<file path="config.mk">
export PLATFORM = sky130hd
export DESIGN_NAME = rtc_write_channel
export DESIGN_NICKNAME = d
export VERILOG_FILES = /design/src/rtl/rtc_write_channel.sv
export SDC_FILE = /design/constraint.sdc
export NUM_CORES = 1
export LEC_CHECK = 0
export ABC_AREA = 0
export CORE_MARGIN = 2
export CORE_UTILIZATION = 42
export CTS_CLUSTER_DIAMETER = 30
export DETAILED_ROUTE_END_ITERATION = 10
export PLACE_DENSITY = 0.75
export REMOVE_ABC_BUFFERS = 1
export SYNTH_ARGS = -nofsm -noshare
export SYNTH_HDL_FRONTEND = slang
export SYNTH_SLANG_ARGS = --single-unit
</file>
<file path="constraint.sdc">
create_clock -name i_clk -period 1.84 [get_ports i_clk]
set_input_delay 0.368 -clock i_clk [delete_from_list [all_inputs] [get_ports i_clk]]
set_output_delay 0.368 -clock i_clk [all_outputs]
set_load 0.01 [all_outputs]
</file>
<file path="src/rtl/rtc_write_channel.sv">
// Write channel of the CAN controller microcontroller interface: captures a host write,
// validates the address and drives a one-hot register strobe until ack or timeout.
module rtc_write_channel #(
  parameter int          TIMEOUT_CYC = 16,
  parameter logic [30:0] WR_MASK     = 31'h7FFF_FFF3
) (
  input  logic        i_clk,
  input  logic        i_reset_n,
  input  logic        i_wr_en,
  input  logic [5:0]  i_addr,
  input  logic [31:0] i_wr_data,
  input  logic        i_ack,
  output logic [30:0] wr_dec_addr,
  output logic [31:0] o_reg_w_data,
  output logic        o_busy,
  output logic        o_done,
  output logic        o_err
);

  localparam int                CNT_W    = $clog2(TIMEOUT_CYC + 1);
  localparam logic [CNT_W-1:0]  CNT_LAST = CNT_W'(TIMEOUT_CYC - 1);

  typedef enum logic [1:0] {
    ST_IDLE  = 2'd0,
    ST_WRITE = 2'd1,
    ST_DONE  = 2'd2,
    ST_ERR   = 2'd3
  } state_t;

  state_t            r_state;
  state_t            w_state_nxt;
  logic [30:0]       r_dec;
  logic [31:0]       r_data;
  logic [CNT_W-1:0]  r_cnt;
  logic [30:0]       w_dec;
  logic              w_valid;
  logic              w_cnt_last;

  // Register map has a hole: 0x09-0x13 are unmapped, 0x14-0x20 land on bits 18-30.
  function automatic logic [30:0] decode(input logic [5:0] a);
    logic [30:0] v;
    v = '0;
    if (a <= 6'd8)
      v = 31'd1 << a;
    else if ((a >= 6'd20) && (a <= 6'd32))
      v = 31'd1 << (a - 6'd2);
    return v;
  endfunction

  assign w_dec      = decode(i_addr);
  assign w_valid    = |(w_dec & WR_MASK);
  assign w_cnt_last = (r_cnt == CNT_LAST);

  always_ff @(posedge i_clk or negedge i_reset_n) begin
    if (!i_reset_n) begin
      r_state <= ST_IDLE;
      r_dec   <= '0;
      r_data  <= '0;
      r_cnt   <= '0;
    end else begin
      r_state <= w_state_nxt;
      if ((r_state == ST_IDLE) && i_wr_en) begin
        r_dec  <= w_dec;
        r_data <= i_wr_data;
      end
      // Counter is held at zero in IDLE so every WRITE starts from a clean count.
      if (r_state == ST_IDLE)
        r_cnt <= '0;
      else if ((r_state == ST_WRITE) && !i_ack && !w_cnt_last)
        r_cnt <= r_cnt + 1'b1;
    end
  end

  always_comb begin
    w_state_nxt  = r_state;
    wr_dec_addr  = '0;
    o_reg_w_data = '0;
    o_busy       = (r_state != ST_IDLE);
    o_done       = 1'b0;
    o_err        = 1'b0;
    case (r_state)
      ST_IDLE: begin
        if (i_wr_en)
          w_state_nxt = w_valid ? ST_WRITE : ST_ERR;
      end
      ST_WRITE: begin
        wr_dec_addr  = r_dec;
        o_reg_w_data = r_data;
        if (i_ack)
          w_state_nxt = ST_DONE;
        else if (w_cnt_last)
          w_state_nxt = ST_ERR;
      end
      ST_DONE: begin
        o_done      = 1'b1;
        w_state_nxt = ST_IDLE;
      end
      ST_ERR: begin
        o_err       = 1'b1;
        w_state_nxt = ST_IDLE;
      end
      default: w_state_nxt = ST_IDLE;
    endcase
  end

endmodule

</file>
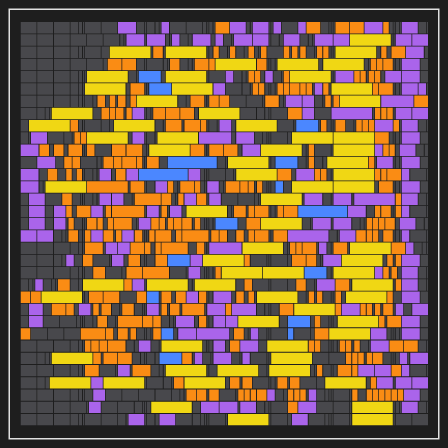
**Above:** run 1 (placed cells, one colour a class).
Fill, decap, tap and diode cells in grey.
| colour | class | cells |
|---|---|---|
| orange | remaining logic cells | 301 |
| blue | clock drivers and dummy loads | 16 |
| yellow | sequential cells | 70 |
| purple | remaining buffers and delay cells | 161 |

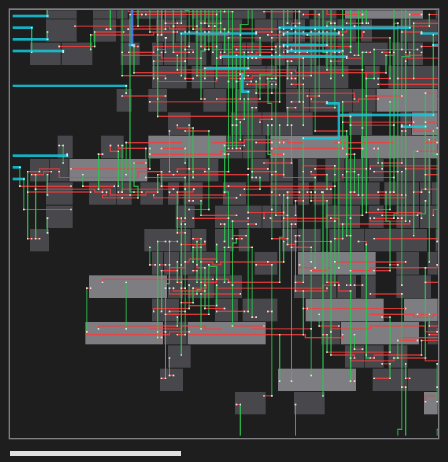
**Above:** run 1 (close-up of the layout).
The bar under the picture is 20 um long. Window x 0 to 50, y 0 to 50 um. Cells in grey, sequential cells in the stronger grey; small squares are vias.
| colour | layer |
|---|---|
| blue | M4 |
| cyan | M3 |
| green | M2 |
| red | M1 |
cells with their middle in the window: 138
sequential cells in the window: 12
netlist names of flops here include: r_cnt (5), r_dec (5), r_state (2)
most frequent: buf_4 (21), dfrtp_1 (12)

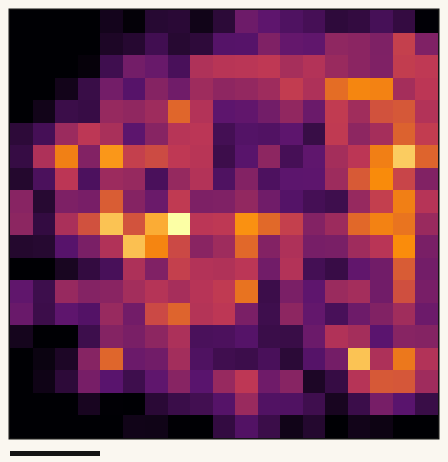
**Above:** run 1 (signal metal coverage by tile).
The bar under the picture is 20 um long. 19 x 19 tiles, from black (low) to pale yellow (high), scaled to the fullest tile. Values are wire area over tile area, all layers added.
fullest tile: 0.57
tiles over half the peak: 17%
mean over tiles: 0.18
nearly empty tiles: 11%

-- run 1: cell families (layout without fill, tap and decap cells) --
kind of cell | after synthesis | count (layout)
buf+inv | 29 | 182
mux | 1 | 1
flops | 70 | 70
xor+xnor | 3 | 3
compound gates | 50 | 50
simple gates | 239 | 239
fa+ha+maj | 3 | 3
-- run 1: cell usage after synthesis, types with 2 or more instances --
library cell,n
nand2_1,125
dfrtp_1,70
and2_1,68
o21ai_0,22
clkbuf_1,17
nor2_1,10
a22o_1,9
inv_1,5
nand2b_1,5
nand3_1,5
nor3_1,5
buf_2,4
o21ai_2,4
ha_1,3
o31ai_1,3
or3_1,3
a21o_1,2
and3_1,2
buf_6,2
nand4_1,2
nor2_2,2
nor2b_1,2
or2_2,2
xor2_1,2
==> flow_metrics.env, run 1 <==
# yosys + openroad results
export IMPL_status="complete, but fails checks"
export IMPL_violations="negative setup slack"
export IMPL_max_stage_delay_ns=0.41
export IMPL_p_comb_frac=0.426
export IMPL_ant_nets=0
export IMPL_finalCriticalPeriod_ns=1.91
export IMPL_register_area_sq_um=1750
export IMPL_hold_viol=0
export IMPL_wl_met2_mm=4.89
export IMPL_place_congestion=0.946
export IMPL_dp_slack_ns=-0.358
export IMPL_dieArea_sq_um=9040
export IMPL_synth_top_cell_area_share=0.503
export IMPL_drtIter0Drc=127
export IMPL_yosysTopAreaCell="dfrtp_1"
export IMPL_synthFlopType="dfrtp_1"
export IMPL_setup_ws_ns=-0.0696
export IMPL_comb_power_mw=2.68
export IMPL_clk_power_mw=1.48
export IMPL_clkTransAtPathRegs_ns=0.08
export IMPL_drcViolationCount=0
export IMPL_worst_path_most_repeated_cell="buf_6"
export IMPL_ff_count=70
export IMPL_top_power_group="combinational logic"
export IMPL_irDropWorstVdd_mv=0.491
export IMPL_slew_violations=0
export IMPL_n_antenna_cell=0
export IMPL_hold_class="primary input to async pin"
export IMPL_switching_share=0.334
export IMPL_vias=3292
export IMPL_rsz0062_at_grt="true"
export IMPL_signal_buffers=161
export IMPL_cts_num_sinks=70
export IMPL_simple_gate_share=0.335
export IMPL_grt_util_met2=0.351
export IMPL_area_growth_pct=55.8
export IMPL_routed_top_layer="met4"
export IMPL_clockBufferDepth=2
export IMPL_rows=33
export IMPL_fin_nets=588
export IMPL_setup_worst_path_start="r_state[1]$_DFFE_PN0P_"
export IMPL_fin_area_sq_um=5430
export IMPL_grt_max_degree=44
export IMPL_seq_power_share=0.339
export IMPL_final_cells=653
export IMPL_setup_viol=10
export IMPL_numCtsBuffers=9
**Run 1: cell placement**

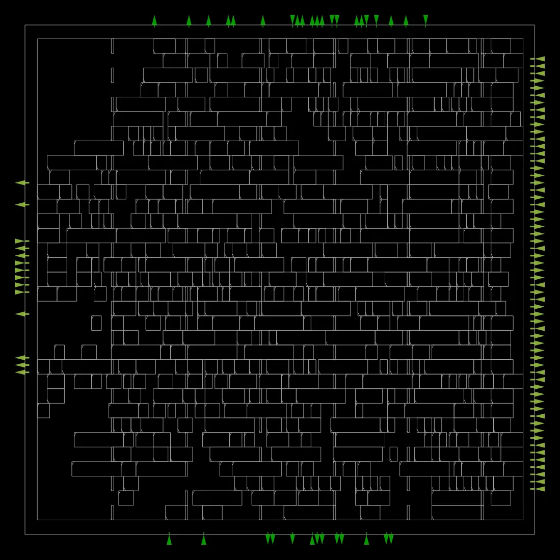

--- run 2 (diff from run 1) ---
--- a/config.mk
+++ b/config.mk
@@ -10,7 +10,7 @@
 export CORE_UTILIZATION = 42
 export CTS_CLUSTER_DIAMETER = 30
 export DETAILED_ROUTE_END_ITERATION = 10
-export PLACE_DENSITY = 0.75
+export PLACE_DENSITY = 0.85
 export REMOVE_ABC_BUFFERS = 1
 export SYNTH_ARGS = -nofsm -noshare
 export SYNTH_HDL_FRONTEND = slang
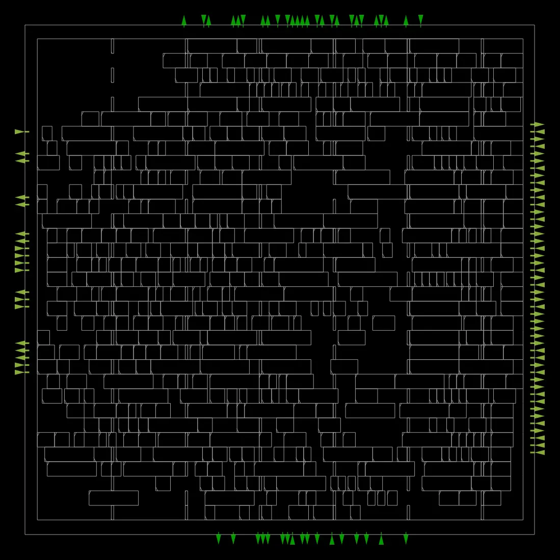
**Above:** run 2 (cell placement).
Row Count: 33
Tapcells: 105
seq_cells: 70

==> flow_metrics.env, run 2 <==
# yosys + openroad results
export IMPL_synthMostInstantiatedCell="nand2_1"
export IMPL_critPathArrivalTime_ns=1.67
export IMPL_hold_viol=0
export IMPL_dieArea_sq_um=9040
export IMPL_vias=3273
export IMPL_setup_viol=48
export IMPL_irDropWorstVdd_mv=0.485
export IMPL_crit_path_top_delay_cell="dfrtp_1"
export IMPL_grt_max_degree=40
export IMPL_wl_per_cell_um=15.4
export IMPL_switching_share=0.331
export IMPL_clk_power_mw=1.39
export IMPL_clkTransAtPathRegs_ns=0.08
export IMPL_hold_class="flip-flop to flip-flop"
export IMPL_top_power_group="combinational logic"
export IMPL_drtIter0Drc=164
export IMPL_reg2reg_to="r_cnt[3]$_DFFE_PN0P_"
export IMPL_slew_violations=0
export IMPL_synth_top_cell_area_share=0.503
export IMPL_power_density_nw_per_um2=1180
export IMPL_register_area_sq_um=1750
export IMPL_n_antenna_cell=0
export IMPL_ant_nets=0
export IMPL_setup_worst_path_start="r_state[0]$_DFFE_PN0P_"
export IMPL_violations="negative setup slack"
export IMPL_setup_ws_ns=-0.194
export IMPL_cap_violations=0
export IMPL_cp_end_kind="primary output"
export IMPL_signal_buffers=168
export IMPL_yosysTopAreaCell="dfrtp_1"
export IMPL_finalCriticalPeriod_ns=2.03
export IMPL_dp_slack_ns=-0.303
export IMPL_synthTopCellsByCount="nand2_1 (125), dfrtp_1 (70), and2_1 (68)"
export IMPL_max_stage_delay_ns=0.39
export IMPL_clockBufferDepth=2
export IMPL_rsz0062_at_grt="true"
export IMPL_fin_area_sq_um=5570
export IMPL_seq_power_share=0.326
export IMPL_area_growth_pct=60.0
export IMPL_synth_area_sq_um=3480
export IMPL_place_congestion=0.947
export IMPL_status="complete, but fails checks"
export IMPL_crit_required_ns=1.47
export IMPL_fin_nets=595
-- run 2: metal layers --
metal,GRT usage,wire (um),vias to the layer above
met1,0.284,4300,1564
li1,-,-,1592
met5,0,0,-
met2,0.390,5220,100
met4,0.0652,139,0
met3,0.0356,522,17
-- run 2: cells by family after synthesis --
kind of cell	synth area share
and+or+nand+nor	0.335
DFF	0.503
AOI/OAI and AO/OA	0.103
buffers and inverters	0.0381
xor gates and xnor gates	0.00755
adders and majority gates	0.0108
muxes	0.00287
-- run 2: stage by stage --
step | setup TNS (ns) | instances
finish | -4.66 | 660
global placement | -3.41 | 624
detailed placement | -4.56 | 624
CTS | -5.01 | 659
global route | -8.15 | 660
floorplan | -63.34 | 371
--- run 3 (diff from run 2) ---
--- a/config.mk
+++ b/config.mk
@@ -6,6 +6,7 @@
 export NUM_CORES = 1
 export LEC_CHECK = 0
 export ABC_AREA = 0
+export CAP_MARGIN = 0
 export CORE_MARGIN = 2
 export CORE_UTILIZATION = 42
 export CTS_CLUSTER_DIAMETER = 30
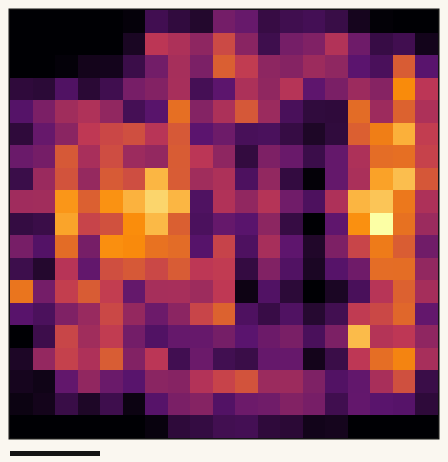
**Above:** run 3 (signal metal coverage by tile).
The bar under the picture is 20 um long. 19 x 19 tiles, from black (low) to pale yellow (high), scaled to the fullest tile. Values are wire area over tile area, all layers added.
nearly empty tiles: 8.6%
tiles over half the peak: 25%
fullest tile: 0.52
densest ninth of the die: west
mean over tiles: 0.18
emptiest ninth of the die: north-west

==> flow_metrics.env, run 3 <==
# yosys + openroad results
export IMPL_status="complete, but fails checks"
export IMPL_violations="negative setup slack"
export IMPL_top_power_group="combinational logic"
export IMPL_max_stage_delay_ns=0.39
export IMPL_setup_viol=48
export IMPL_dieArea_sq_um=9040
export IMPL_seq_power_share=0.326
export IMPL_register_area_sq_um=1750
export IMPL_fin_area_sq_um=5570
export IMPL_setup_ws_ns=-0.194
export IMPL_drtIter0Drc=164
export IMPL_hold_class="flip-flop to flip-flop"
export IMPL_tap_cells=105
export IMPL_crit_path_top_delay_cell="dfrtp_1"
export IMPL_signal_buffers=168
export IMPL_wl_per_cell_um=15.4
export IMPL_place_congestion=0.947
export IMPL_wl_met2_mm=5.22
export IMPL_crit_required_ns=1.47
export IMPL_setup_worst_path_start="r_state[0]$_DFFE_PN0P_"
export IMPL_use_met3=0.0356
export IMPL_clockBufferDepth=2
export IMPL_rsz0062_at_grt="true"
export IMPL_vias=3273
export IMPL_synthTopCellsByCount="nand2_1 (125), dfrtp_1 (70), and2_1 (68)"
export IMPL_fin_tns_setup_ns=-4.66
export IMPL_rows=33
export IMPL_ff_count=70
export IMPL_irDropWorstVdd_mv=0.485
export IMPL_hold_viol=0
export IMPL_yosysTopAreaCell="dfrtp_1"
export IMPL_slew_violations=0
export IMPL_routed_top_layer="met4"
export IMPL_reg2reg_to="r_cnt[3]$_DFFE_PN0P_"
export IMPL_ant_nets=0
export IMPL_cp_end_kind="primary output"
export IMPL_route_met3_wl_um=522
export IMPL_synthMostInstantiatedCell="nand2_1"
export IMPL_area_growth_pct=60.0
export IMPL_power_density_nw_per_um2=1180
export IMPL_wl_met1_mm=4.30
export IMPL_n_antenna_cell=0
export IMPL_synth_top_cell_area_share=0.503
-- run 3: cell counts in the layout (fill, tap and decap cells not counted) --
Identical to the previous run, type by type.
-- run 3: timing repair --
| action | in CTS | in global routing |
|---|---|---|
| setup endpoints to repair | 68 | 91 |
| endpoints found under the hold margin | 5 | 0 |
| pin swaps | 10 | 25 |
| gates cloned | 6 | 1 |
| gates resized | 297 | 50 |
| buffers inserted | 12 | 2 |
| hold buffers | 1 | 0 |
-- run 3: logic make-up (layout without fill, tap and decap cells) --
family / count (synthesis) / in the layout / synth area share
compound gates: 50 / 50 / 0.103
xor+xnor: 3 / 3 / 0.00755
fa+ha+maj: 3 / 3 / 0.0108
buf+inv: 29 / 189 / 0.0381
flops: 70 / 70 / 0.503
mux: 1 / 1 / 0.00287
simple gates: 239 / 239 / 0.335
